File: src/rtl/mlp_pkg.sv
// Shared definitions for the MLP classifier sequencer and the MLP instance it drives:
// state encoding, default geometry and counter widths.
package mlp_pkg;

   localparam int WIDTH_DEF      = 8;
   localparam int OL_NEURONS_DEF = 10;
   localparam int ACT_W_DEF      = 4 * WIDTH_DEF;
   localparam int TIMEOUT_DEF    = 65535;

   localparam int CNT_W = 16;
   localparam int IDX_W = 4;

   typedef enum logic [2:0] {
      S_IDLE   = 3'd0,
      S_LAUNCH = 3'd1,
      S_WAIT   = 3'd2,
      S_SCAN   = 3'd3,
      S_DONE   = 3'd4
   } state_t;

   function automatic int act_w(input int width);
      return 4 * width;
   endfunction

endpackage

File: src/rtl/mlp_argmax_step.sv
// One step of the argmax reduction: signed compare of a candidate against the running best.
module mlp_argmax_step
   import mlp_pkg::*;
#(
   parameter int ACT_W = ACT_W_DEF
) (
   input  logic signed [ACT_W-1:0] cand_val,
   input  logic        [IDX_W-1:0] cand_idx,
   input  logic signed [ACT_W-1:0] best_val,
   input  logic        [IDX_W-1:0] best_idx,
   output logic signed [ACT_W-1:0] next_best_val,
   output logic        [IDX_W-1:0] next_best_idx
);

   // NOTE: defaults first so every path assigns both outputs and no latch is inferred.
   always_comb begin
      next_best_val = best_val;
      next_best_idx = best_idx;
      // Strictly greater only, so a tie keeps the earlier (lower) index.
      if (cand_val > best_val) begin
         next_best_val = cand_val;
         next_best_idx = cand_idx;
      end
   end

endmodule

File: src/rtl/mlp_sequencer.sv
// Launches one MLP inference per accepted start, waits (with timeout) for completion,
// then scans a captured copy of the output layer for the winning digit.
module mlp_sequencer
   import mlp_pkg::*;
#(
   parameter int WIDTH          = WIDTH_DEF,
   parameter int OL_neurons     = OL_NEURONS_DEF,
   parameter int TIMEOUT_CYCLES = TIMEOUT_DEF
) (
   input  logic                             clk,
   input  logic                             reset,
   input  logic                             start,
   output logic                             busy,
   output logic                             mlp_go,
   input  logic                             mlp_done,
   input  logic [act_w(WIDTH)*OL_neurons-1:0] output_activations,
   output logic [3:0]                       digit,
   output logic [act_w(WIDTH)-1:0]          max_activation,
   output logic                             digit_valid,
   output logic                             timeout_err
);

   localparam int ACT_W = act_w(WIDTH);
   localparam logic [CNT_W-1:0] TIMEOUT_LAST = CNT_W'(TIMEOUT_CYCLES - 1);
   localparam logic [IDX_W-1:0] SCAN_LAST    = IDX_W'(OL_neurons - 1);

   state_t                             state_q;
   logic [CNT_W-1:0]                   wait_cnt_q;
   logic [IDX_W-1:0]                   scan_idx_q;
   logic [OL_neurons-1:0][ACT_W-1:0]   acts_q;
   logic signed [ACT_W-1:0]            best_val_q;
   logic [IDX_W-1:0]                   best_idx_q;

   logic                               busy_q;
   logic                               mlp_go_q;
   logic                               digit_valid_q;
   logic                               timeout_err_q;
   logic [3:0]                         digit_q;
   logic [ACT_W-1:0]                   max_act_q;

   logic signed [ACT_W-1:0]            cand_val;
   logic signed [ACT_W-1:0]            best_val_d;
   logic [IDX_W-1:0]                   best_idx_d;

   assign cand_val = acts_q[scan_idx_q];

   mlp_argmax_step #(
      .ACT_W (ACT_W)
   ) u_argmax_step (
      .cand_val      (cand_val),
      .cand_idx      (scan_idx_q),
      .best_val      (best_val_q),
      .best_idx      (best_idx_q),
      .next_best_val (best_val_d),
      .next_best_idx (best_idx_d)
   );

   // NOTE: sequential state uses non-blocking assignments only, so every register
   // samples the pre-edge values regardless of statement order.
   always_ff @(posedge clk) begin
      if (reset) begin
         state_q       <= S_IDLE;
         wait_cnt_q    <= '0;
         scan_idx_q    <= '0;
         // NOTE: the capture register is reset as well, so a run aborted by reset
         // leaves no stale activations behind.
         acts_q        <= '0;
         best_val_q    <= '0;
         best_idx_q    <= '0;
         busy_q        <= 1'b0;
         mlp_go_q      <= 1'b0;
         digit_valid_q <= 1'b0;
         timeout_err_q <= 1'b0;
         digit_q       <= '0;
         max_act_q     <= '0;
      end else begin
         mlp_go_q      <= 1'b0;
         digit_valid_q <= 1'b0;

         case (state_q)
            S_IDLE: begin
               if (start) begin
                  state_q       <= S_LAUNCH;
                  busy_q        <= 1'b1;
                  mlp_go_q      <= 1'b1;
                  timeout_err_q <= 1'b0;
               end
            end

            S_LAUNCH: begin
               state_q    <= S_WAIT;
               wait_cnt_q <= '0;
            end

            S_WAIT: begin
               // Completion is checked first so it beats a timeout in the same cycle.
               if (mlp_done) begin
                  acts_q     <= output_activations;
                  best_val_q <= output_activations[ACT_W-1:0];
                  best_idx_q <= '0;
                  scan_idx_q <= IDX_W'(1);
                  state_q    <= S_SCAN;
               end else if (wait_cnt_q == TIMEOUT_LAST) begin
                  state_q       <= S_IDLE;
                  busy_q        <= 1'b0;
                  timeout_err_q <= 1'b1;
               end else begin
                  wait_cnt_q <= wait_cnt_q + CNT_W'(1);
               end
            end

            S_SCAN: begin
               best_val_q <= best_val_d;
               best_idx_q <= best_idx_d;
               if (scan_idx_q == SCAN_LAST) begin
                  digit_q       <= best_idx_d;
                  max_act_q     <= best_val_d;
                  digit_valid_q <= 1'b1;
                  state_q       <= S_DONE;
               end else begin
                  scan_idx_q <= scan_idx_q + IDX_W'(1);
               end
            end

            S_DONE: begin
               state_q <= S_IDLE;
               busy_q  <= 1'b0;
            end

            default: begin
               state_q <= S_IDLE;
               busy_q  <= 1'b0;
            end
         endcase
      end
   end

   assign busy           = busy_q;
   assign mlp_go         = mlp_go_q;
   assign digit_valid    = digit_valid_q;
   assign timeout_err    = timeout_err_q;
   assign digit          = digit_q;
   assign max_activation = max_act_q;

endmodule

File: config.mk
export PLATFORM = sky130hd
export DESIGN_NAME = mlp_sequencer
export DESIGN_NICKNAME = d
export VERILOG_FILES = /design/src/rtl/mlp_pkg.sv /design/src/rtl/mlp_argmax_step.sv /design/src/rtl/mlp_sequencer.sv
export SDC_FILE = /design/constraint.sdc
export NUM_CORES = 1
export LEC_CHECK = 0
export CAP_MARGIN = 20
export CORE_UTILIZATION = 50
export DETAILED_ROUTE_END_ITERATION = 10
export GPL_TIMING_DRIVEN = 1
export PLACE_DENSITY_LB_ADDON = 0.05
export SETUP_SLACK_MARGIN = 0.15
export SYNTH_ARGS = -nofsm -noshare
export SYNTH_HDL_FRONTEND = slang
export SYNTH_HIERARCHICAL = 1
export SYNTH_SLANG_ARGS = --single-unit
File: constraint.sdc
create_clock -name clk -period 7.13 [get_ports clk]
set_input_delay 1.426 -clock clk [delete_from_list [all_inputs] [get_ports clk]]
set_output_delay 1.426 -clock clk [all_outputs]
set_load 0.02 [all_outputs]
met2.png
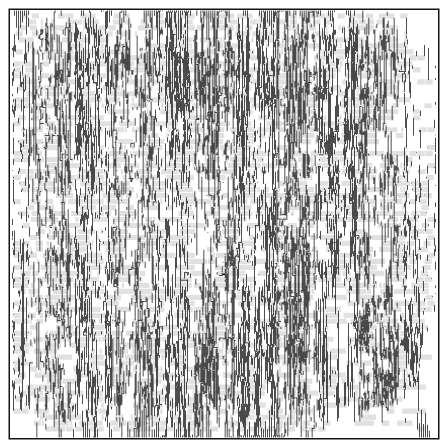
- longest straight run: 69.7 µm
- share of all routed wire: 44%
- nets with wire on the layer: 2293
- main direction: vertical

registers.png
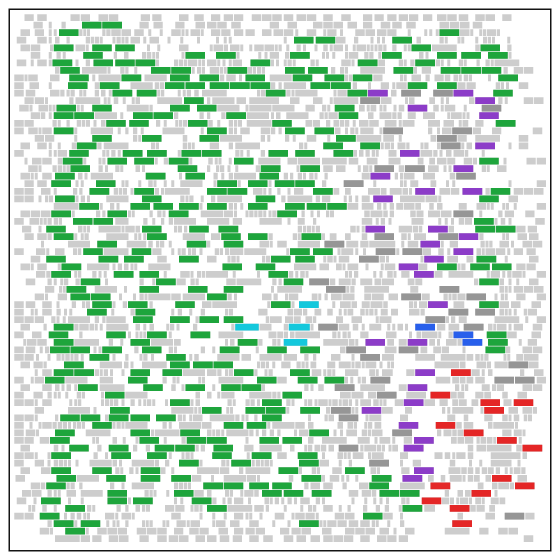
- red: wait_cnt_q (flops 16; where south-east)
- green: acts_q (flops 320; where all over the die)
- purple: max_activation (flops 32; where a column on the right)
- cyan: scan_idx_q (flops 4; where centre)
- blue: state_q (flops 3)
- not coloured: 44

==> ci_impl_report.md <==
### Flow metrics

| Metric | Value |
|---|---|
| GP Congestion | `0.906` |
| Static leakage | `approximately 7.9 nW` |
| Minimum clock period | `5.51 ns` |
| Number of global-route vias before repair | `15700` |
| Worst-path maximum fanout | `38` |
| Setup_tns | `0 ns` |
| Cts repair resizes | `0` |
| Die height | `194 µm` |
| Root Driver | `clkbuf_16` |
| Skew final | `0.0135 ns` |
| Final hold slack | `0.452 ns` |
| Final period utilization | `0.772` |
| Clk Latency, worst-skew pair | `between 0.5 and 0.6 ns` |
| Status | `complete, no violations` |
| Chip area line of the yosys report | `0.0185 mm²` |
| Seq/Total Area, Yosys | `0.453` |
| Worst slew margin | `0.221` |
| Final ANT Viol Nets | `0` |
| EDFF count, synth | `0` |
| Initial antenna violation count | `6` |
| IO Pins | `364` |
| Worst Max-Slew Pin Slew | `1.17 ns` |
| Critical Path AT | `5.94 ns` |
| Tool Warnings | `37` |
| Chip area | `0.0378 mm²` |
| Postcts setup bufs | `0` |
| Core Area | `0.0365 mm²` |
| RSZ-0062 raised after global routing | `false` |
| Vias per cell | `5.67` |
| Largest net degree at the start of global routing | `255` |
| DR pass1 iterations | `5` |
| Syn Inst Count | `2159` |
| Share of cells above drive strength 1 | `0.0867` |
| FP Util | `0.507` |
| P&R area growth vs syn | `27.8%` |
| First-pass GRT wire length | `87700 µm` |
| Ys cells | `2159` |
| Grt total ovfl | `0` |
| Post-synth top cells | `nand2_1 (736), dfxtp_1 (419), a21oi_1 (347), clkbuf_1 (93), mux2i_1 (69)` |
| Die Span X | `194 µm` |
| Area share, top type | `0.453` |
| Post-Syn Area | `0.0185 mm²` |
| Required time worst endpoint | `7.57 ns` |
| Synth Flop Type | `dfxtp_1` |
| Pwr per Cell Area | `~220 mW/mm²` |
final_congestion.png
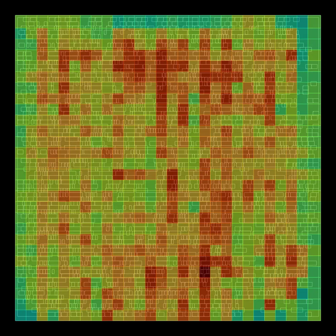
gr usage total: 0.294
met2 usage: 0.442
fin util: 0.648
WL/cell: 19.4 µm

gate_families.png
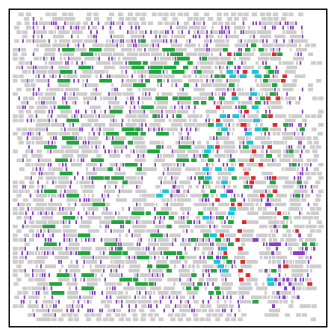
- green: multiplexers (cells 170; most used mux2i_1; where all over the die)
- purple: NAND gates (cells 774; most used nand2_1; where all over the die)
- red: AND-OR and OR-AND gates (cells 43; most used a22o_1)
- cyan: adder and majority cells (cells 36; most used ha_1)

-- final cells by class --
cell class | count | area [µm²]
diodes | 3 | 7.51
clock buffers | 70 | 1310
clock inverters | 12 | 120
fillers | 3138 | 12800
inverters | 37 | 139
multi-input cells | 1532 | 9250
flip-flops and latches | 419 | 8400
well taps | 468 | 586
repair buffers | 386 | 3860
-- critical path, cell delays in order (launching register included) --
cell,delay [ns]
dfxtp_4,0.79
buf_12,0.35
mux4_2,0.58
mux2i_1,0.32
o22ai_1,0.18
ha_1,0.36
nand4_1,0.19
a2111o_1,0.39
a21oi_1,0.15
nor2_1,0.10
a311oi_4,0.88
buf_4,0.46
mux2_2,0.39
a22o_1,0.20
-- registers in the layout, summed over array words and instances, names as in the netlist --
name            cells
acts_q            320
best_idx_q          4
best_val_q         32
busy                1
digit               4
digit_valid         1
max_activation     32
mlp_go              1
scan_idx_q          4
state_q             3
timeout_err         1
wait_cnt_q         16
-- per-stage QoR --
stage / std cells / area, µm² / power [mW] / setup slack (ns) / utilization
floorplan: 2159 / 18500 / 2.79 / 3.00 / -
global placement: 2842 / 22200 / 3.06 / 1.79 / 0.609
detailed placement: 2842 / 22200 / 3.06 / 1.71 / 0.609
CTS: 2924 / 23700 / 5.31 / 1.70 / 0.648
global route: 2926 / 23700 / 5.46 / 1.37 / 0.648
finish: 2927 / 23700 / 5.29 / 1.62 / 0.648
-- cell families after synthesis --
family                   synth area share
AND/OR/NAND/NOR                     0.186
AND-OR/OR-AND                       0.149
flip-flops                          0.453
buffers and inverters              0.0490
multiplexers                        0.138
adder cells (fa/ha/maj)            0.0243
XOR/XNOR                         0.000946
-- layer usage --
layer  wire (µm)  up-vias  GRT usage
li1            -     7956          -
met1       26100     7914      0.436
met2       25200      626      0.442
met3        4340       89     0.0460
met4        1260        6     0.0782
met5          38        -          0
-- report_power, final --
part           total [mW]  internal, mW  switching, mW
sequential           2.42          2.39         0.0354
clock                2.28          1.33          0.943
combinational       0.596         0.305          0.291
total                5.29          4.03           1.27
-- cell usage in the layout (no fill, tap or decap), types with 4 or more instances in the layout --
cell,netlist,routed
clkinv_2,0,7
a211oi_1,4,4
clkdlybuf4s50_1,0,362
a21oi_1,347,347
mux2_2,34,34
o22ai_1,32,32
a31oi_1,36,36
inv_1,37,37
buf_12,0,4
or2_2,4,4
nor2_1,19,18
dfxtp_1,419,416
nor4_1,5,5
nor3_1,10,10
nand2b_1,8,8
nand2_1,736,735
buf_4,2,19
ha_1,36,36
clkbuf_16,0,45
mux2i_1,69,69
nand4_1,14,14
a22o_1,36,36
o21ai_0,7,7
nand3_1,11,11
clkbuf_8,0,9
clkbuf_1,93,16
mux4_2,64,64
-- path summary, 6_finish.rpt --
check                  endpoint  slack, ns           from
max          max_activation[10]       1.62  scan_idx_q[0]
min                 acts_q[220]       0.45    acts_q[220]
max reg2reg  max_activation[10]       1.62  scan_idx_q[0]
min reg2reg         acts_q[220]       0.45    acts_q[220]
Power and IR drop assume default switching activity.
